**config.mk**
```make
export PLATFORM = sky130hd
export DESIGN_NAME = rob_recovery_ctrl
export DESIGN_NICKNAME = d
export VERILOG_FILES = /design/src/rtl/rob_recovery_ctrl_pkg.sv /design/src/rtl/rob_walk_lane_gen.sv /design/src/rtl/rob_recovery_ctrl.sv
export SDC_FILE = /design/constraint.sdc
export NUM_CORES = 1
export LEC_CHECK = 0
export ABC_AREA = 1
export CAP_MARGIN = 5
export CELL_PAD_IN_SITES_DETAIL_PLACEMENT = 2
export CELL_PAD_IN_SITES_GLOBAL_PLACEMENT = 2
export CORE_UTILIZATION = 36
export DETAILED_ROUTE_END_ITERATION = 10
export DONT_BUFFER_PORTS = 1
export PLACE_DENSITY_LB_ADDON = 0.05
export SYNTH_ARGS = -nofsm -noshare
export SYNTH_HDL_FRONTEND = slang
export SYNTH_SLANG_ARGS = --single-unit
```
**constraint.sdc**
```tcl
create_clock -name clock -period 5.4 [get_ports clock]
set_clock_uncertainty 0.05 [all_clocks]
set_input_delay 0.81 -clock clock [delete_from_list [all_inputs] [get_ports clock]]
set_output_delay 0.81 -clock clock [all_outputs]
set_load 0.03 [all_outputs]
```
**src/rtl/rob_recovery_ctrl_pkg.sv**
```systemverilog
// rob_recovery_ctrl_pkg: shared constants, recovery state enum and ROB/PRN index types
package rob_recovery_ctrl_pkg;
    localparam int WAYS = 2;
    localparam int ROB  = 32;
    localparam int PRF  = 64;
    localparam int XLEN = 32;
    localparam int IW   = $clog2(ROB);
    localparam int PW   = $clog2(PRF);
    typedef logic [IW-1:0] rob_idx_t;
    typedef logic [PW-1:0] prn_t;
    typedef enum logic [2:0] {IDLE, FLUSH, WALK, RESTORE, REDIRECT} recovery_state_t;
endpackage

```
**src/rtl/rob_walk_lane_gen.sv**
```systemverilog
// rob_walk_lane_gen: per-cycle walk lanes, youngest-first below ptr, up to WAYS entries
module rob_walk_lane_gen
    import rob_recovery_ctrl_pkg::*;
(
    input  logic               en,
    input  logic [IW-1:0]      ptr,
    input  logic [IW:0]        remaining,
    output logic [WAYS*IW-1:0] walk_idx,
    output logic [WAYS-1:0]    walk_rd_en,
    output logic [IW:0]        n
);
    // Entries taken this cycle: min(WAYS, remaining) while walking
    always_comb n = !en ? '0 : (remaining < (IW+1)'(WAYS)) ? remaining : (IW+1)'(WAYS);
    for (genvar i = 0; i < WAYS; i++) begin : g_lane
        assign walk_rd_en[i] = (IW+1)'(i) < n;
        assign walk_idx[i*IW +: IW] = walk_rd_en[i] ? ptr - IW'(i + 1) : '0;
    end
endmodule

```
**src/rtl/rob_recovery_ctrl.sv**
```systemverilog
// rob_recovery_ctrl: mispredict recovery sequencer (flush, ROB walk, RAT restore, redirect); optional stats via RECOVERY_STATS_EN
module rob_recovery_ctrl
    import rob_recovery_ctrl_pkg::*;
(
    input  logic               clock,
    input  logic               reset,
    input  logic               nuke,
    input  logic [XLEN-1:0]    nuke_PC,
    input  logic [IW-1:0]      rob_tail,
    input  logic [IW:0]        squash_count,
    output logic [WAYS*IW-1:0] walk_idx,
    output logic [WAYS-1:0]    walk_rd_en,
    input  logic [WAYS*PW-1:0] walk_PRN,
    input  logic [WAYS-1:0]    walk_reg_write,
    output logic [WAYS*PW-1:0] free_PRN,
    output logic [WAYS-1:0]    free_valid,
    output logic               flush_pipe,
    output logic               stall_dispatch,
    output logic               rat_restore,
    output logic               redirect_valid,
    output logic [XLEN-1:0]    redirect_PC,
    output logic               busy
`ifdef RECOVERY_STATS_EN
    ,
    output logic [31:0]        recovery_count,
    output logic [31:0]        recovery_cycles
`endif
);
    recovery_state_t state, state_nxt;
    logic [IW-1:0]   ptr;
    logic [IW:0]     remaining, n;
    logic [XLEN-1:0] pc;
    logic            walking, accept;

    rob_walk_lane_gen u_lanes (
        .en(walking),
        .ptr(ptr),
        .remaining(remaining),
        .walk_idx(walk_idx),
        .walk_rd_en(walk_rd_en),
        .n(n)
    );

    // State register
    always_ff @(posedge clock) state <= reset ? IDLE : state_nxt;

    // Next state: a walk ends on the cycle that consumes the last entries
    always_comb
        state_nxt = state == IDLE    ? (nuke ? FLUSH : IDLE) :
                    state == FLUSH   ? (remaining != '0 ? WALK : RESTORE) :
                    state == WALK    ? (remaining == n ? RESTORE : WALK) :
                    state == RESTORE ? REDIRECT : IDLE;

    // State-decoded strobes; freed PRNs pass straight through from the ROB read
    always_comb begin
        walking        = state == WALK;
        accept         = state == IDLE && nuke;
        flush_pipe     = state == FLUSH;
        rat_restore    = state == RESTORE;
        redirect_valid = state == REDIRECT;
        busy           = state != IDLE;
        stall_dispatch = state != IDLE;
        free_valid     = walk_rd_en & walk_reg_write;
    end
    for (genvar i = 0; i < WAYS; i++) begin : g_free
        assign free_PRN[i*PW +: PW] = walk_rd_en[i] ? walk_PRN[i*PW +: PW] : '0;
    end

    // Recovery context: latched on an accepted nuke, stepped down while walking
    always_ff @(posedge clock)
        if (reset) begin
            ptr         <= '0;
            remaining   <= '0;
            pc          <= '0;
            redirect_PC <= '0;
        end else begin
            if (accept) begin
                ptr       <= rob_tail;
                remaining <= squash_count;
                pc        <= nuke_PC;
            end
            if (walking) begin
                ptr       <= ptr - n[IW-1:0];
                remaining <= remaining - n;
            end
            if (state == RESTORE) redirect_PC <= pc;
        end

`ifdef RECOVERY_STATS_EN
    // Saturating recovery statistics
    always_ff @(posedge clock)
        if (reset) begin
            recovery_count  <= '0;
            recovery_cycles <= '0;
        end else begin
            if (accept && ~&recovery_count) recovery_count <= recovery_count + 32'd1;
            if (busy && ~&recovery_cycles) recovery_cycles <= recovery_cycles + 32'd1;
        end
`endif
endmodule

```
==> reports/metrics.cfg, run 1 <==
[power]
clkPwrFrac_pct = 31.0
combPwrFrac_pct = 22.4
max-vdd-ir-drop_mv = 0.170
power_density_mw_per_mm2 = 394
seq_power_share_pct = 46.6
intPower_uw = 957
power_leakage_nw = 1.65

[detailed_routing]
first_iter_violations = 59
drc = 0
routed-wl-met3_um = 618
routed_wl_mm = 9.32
avgViaCountPerCell = 5.16
wl_met1_mm = 4.20
wl_met2_mm = 4.41

[worst_hold_path]
holdPathStages = 2
hp-class = reg2reg
worstHoldEndpoint = redirect_PC[3]
min_from = pc[3]

[cells_and_area]
signal_buffers = 3
final-instance-count-excl-fill = 584
lay_top_count = dfxtp_1
sh_comb_area_pct = 41.9
largestRegisters = pc x32, redirect_PC x32, remaining x6
layout-drive-gt1-share_pct = 7.25
syn_to_final_growth_pct = 7.58
logic_area_mm2 = 0.00157
fillCellCount = 1117
inv_count = 60
clock_area_share_pct = 5.48
logic_gates = 298
nets = 522
clockBufferCount = 11
fin_util_pct = 40.3
seq_share_pct = 41.7

[final_timing]
hold_violations = 0
setup_ws_ns = 1.58
fin_crit_ns = 3.82
worst_pin_slew_ns = 1.08
rsz0062_at_grt = no
post-route-period-util_pct = 70.8
slew_violations = 0
max_freq_mhz = 262
max_slew_margin_pct = 27.6
setup_viol = 0

[synthesis]
yosysWarnings = 0
syn_inst = 458
synth_top_cell_by_area = dfxtp_1
ff_type = dfxtp_1
ys_sh_mux_pct = 0
top_cells_by_area = dfxtp_1, a21oi_1, o21ai_0
top_logic_kind = AND-OR/OR-AND gates
yosysMostFrequentCell = dfxtp_1
ys_area_mm2 = 0.00348
synth_flops = 78
synth_cell_types = 34
syn_area_mm2 = 0.00348
common_cells = dfxtp_1, a21oi_1, o21ai_0, inv_1, nor2_1
synth-async-reset-ratio_pct = 0

[clock_tree]
postCtsSetupRepairBufs = 0
cts_tree = done
clkLatencyLatePin_ns = 0.34
root_buffer = clkbuf_8
ctsHtreeMaxLevel = 3
cts.sinks = 78
hold_buffers = 0
clk_pin_slew_worst_paths_ns = 0.09

[worst_setup_path]
cp-start-kind = flip-flop
cp_max_fo = 17
timing.critical_path.slowest_stage_cell = inv_1
rr_startpoint = state[2]
crit_arrival_ns = 2.96
crit_type = reg2out
crit_path_end = walk_idx[2]
path_cells = inv_2, nand3_2, inv_1, nand2_2, inv_2, nor2_4, a21oi_1
rr_worst_depth = 11
crit_start = state[2]
reg2reg_to = ptr[4]
cpMostUsedCell = inv_2
path_buffers = 3
path_depth = 7
rrSetupSlack_ns = 2.36
cpLargestDelayFamily = buffers and inverters
endpoint_kind = primary output

[global_route]
antenna_found_initial = 0
gr-total-overflow = 0
grt_pass1_wl_mm = 14.9
grt_util_all_layers_pct = 18.8
grt_max_degree = 57
grtUsageMet2_pct = 32.2
grtUsageMet1_pct = 22.9

[placed_design]
dp_slack_ns = 1.90
gp_congestion = 0.769
portBuffers = 0
placed_cells = 568
postPlaceCellArea_mm2 = 0.00354

[flow_run]
warnings = 27
drv_cap = 0

[die]
die_w_um = 100
coreArea_mm2 = 0.00928
die_h_um = 100
tap-cell-count = 129
rows = 35
chipArea_mm2 = 0.0101
fp_util_pct = 37.5

[run_status]
outcome = complete, no violations

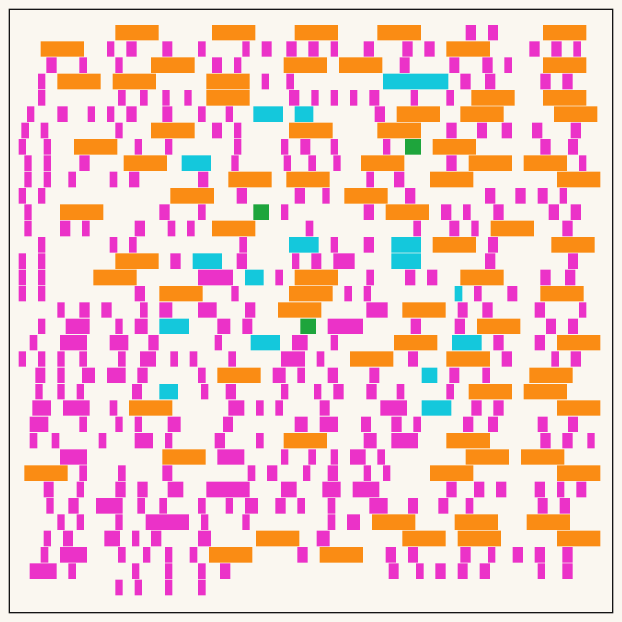
Figure 1: run 1, cell classes on the final placement.
Drawn at 6 px/µm.
flops: drawn in orange, cells 78, share of their area 44%. clock drivers and dummy loads: drawn in cyan, cells 16, share of their area 5.7%. combinational and other logic: drawn in magenta, cells 358, share of their area 50%. other buffers and delay cells: drawn in green, cells 3, share of their area 0.63%.

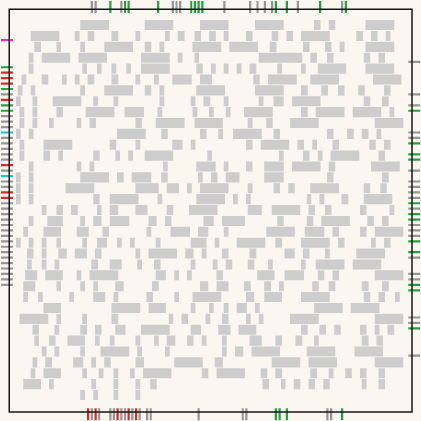
Figure 2: run 1, I/O pins on the die edge.
Drawn at 4 px/µm. Pins as bars across the die edge, other pins in gray.
walk_reg_write: drawn in cyan, pins 2, direction input, edge left. nuke_PC: drawn in green, pins 32, direction input, edge 12 right, 12 top, 4 left, 4 bottom. clock: drawn in magenta, pins 1, direction input, edge left. free_PRN: drawn in red, pins 12, direction output, edge 7 left, 5 bottom.
All pins by edge: 42 left, 32 right, 25 top, 24 bottom.

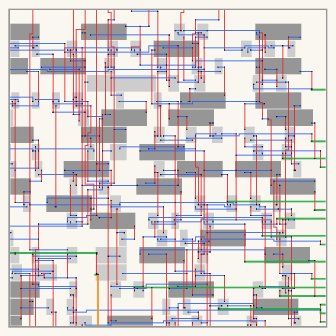
Figure 3: run 1, close-up of the layout.
Region (50, 50) to (100, 100) µm. Cells in gray, sequential cells in the stronger gray; small squares are vias.
metal 1: drawn in blue. metal 3: drawn in green. metal 2: drawn in red. metal 4: drawn in orange.
Netlist names of flops here include redirect_PC (14), pc (13), state (2). Sequential cells in the window: 29. Most frequent: dfxtp_1 (29), o21ai_0 (24), a21oi_1 (24). 111 logic cells have their middle in the window.

==> inputs of run 2 (changes only) <==
CORE_UTILIZATION = 34   (was 36)
clock period = 3.6 ns   (was 5.4 ns; I/O delays follow)
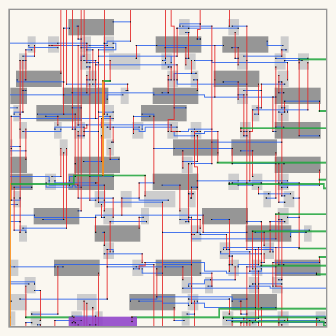
Figure 4: run 2, close-up of the layout.
Region (52, 52) to (102, 102) µm. Cells in gray, sequential cells in the stronger gray; small squares are vias.
metal 1: drawn in blue. metal 5: drawn in purple. metal 4: drawn in orange. metal 2: drawn in red. metal 3: drawn in green.
Most frequent: o21ai_0 (26), dfxtp_1 (26), a21oi_1 (25). Sequential cells in the window: 26. 102 logic cells have their middle in the window. Netlist names of flops here include redirect_PC (13), pc (12).

==> run 2 against run 1 <==
Via count is 0.90% lower. Sequential power is about 50% higher. Sequential share of layout area hardly changed. Global-route usage is 0.97 points lower. First-iteration DRC count is 1.7% lower. Design area hardly changed. Wire length is 0.65% higher. Non-clock buffer count is 3 higher. Largest power group unchanged.
==> reports/metrics.cfg, run 2 <==
[global_route]
grtUsageMet2_pct = 31.0
antenna_found_initial = 1
grtUsageMet1_pct = 20.2
grt_util_all_layers_pct = 17.9

[detailed_routing]
routed_wl_mm = 9.39
drc = 0
wl_met2_mm = 4.65
routed-wl-met3_um = 600
wl_met1_mm = 3.99

[clock_tree]
cts_tree = done
hold_buffers = 0
postCtsSetupRepairBufs = 0
root_buffer = clkbuf_8
clkLatencyLatePin_ns = 0.36
ctsHtreeMaxLevel = 3
cts.sinks = 78

[worst_setup_path]
path_cells = inv_2, nand3_2, inv_1, nand2_2, inv_2, nor2_4, nor2_1
cpLargestDelayFamily = simple AND/OR/NAND/NOR gates
path_buffers = 3
crit_arrival_ns = 2.52
crit_path_end = free_PRN[2]
cp_max_fo = 17
reg2reg_to = ptr[4]
crit_start = state[2]
cpMostUsedCell = inv_2
rrSetupSlack_ns = 1.00
rr_startpoint = state[2]

[placed_design]
gp_congestion = 0.741
portBuffers = 0
postPlaceCellArea_mm2 = 0.00357
placed_cells = 575
dp_slack_ns = 0.824

[synthesis]
synth_top_cell_by_area = dfxtp_1
syn_inst = 458
ff_type = dfxtp_1
top_cells_by_area = dfxtp_1, a21oi_1, o21ai_0
yosysWarnings = 0
yosysMostFrequentCell = dfxtp_1
ys_area_mm2 = 0.00348
syn_area_mm2 = 0.00348
synth_flops = 78

[final_timing]
fin_crit_ns = 3.11
hold_violations = 0
max_freq_mhz = 322
slew_violations = 0
worst_pin_slew_ns = 1.03
max_slew_margin_pct = 30.6
rsz0062_at_grt = no
setup_ws_ns = 0.492

[power]
intPower_mw = 1.37
power_density_mw_per_mm2 = 571
power_leakage_nw = 1.65
combPwrFrac_pct = 23.3
clkPwrFrac_pct = 28.6

[cells_and_area]
lay_top_count = dfxtp_1
syn_to_final_growth_pct = 7.55
clock_area_share_pct = 4.71
fin_util_pct = 38.0
signal_buffers = 6
inv_count = 60
seq_share_pct = 41.7
final-instance-count-excl-fill = 591
logic_gates = 298
sh_comb_area_pct = 41.9
layout-drive-gt1-share_pct = 7.64
largestRegisters = pc x32, redirect_PC x32, remaining x6

[die]
die_h_um = 103
fp_util_pct = 35.3
die_w_um = 103
tap-cell-count = 133
chipArea_mm2 = 0.0106

[worst_hold_path]
holdPathStages = 1

[run_status]
outcome = complete, no violations

[flow_run]
warnings = 27

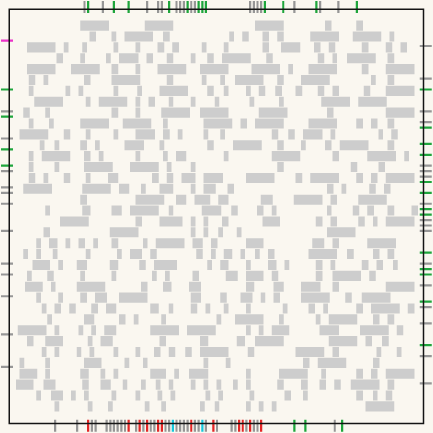
Figure 5: run 2, I/O pins on the die edge.
Drawn at 4 px/µm. Pins as bars across the die edge, other pins in gray.
free_PRN: drawn in red, pins 12, direction output, edge bottom. clock: drawn in magenta, pins 1, direction input, edge left. nuke_PC: drawn in green, pins 32, direction input, edge 13 right, 12 top, 4 left, 3 bottom. walk_reg_write: drawn in cyan, pins 2, direction input, edge bottom.

Power and IR drop assume default switching activity.
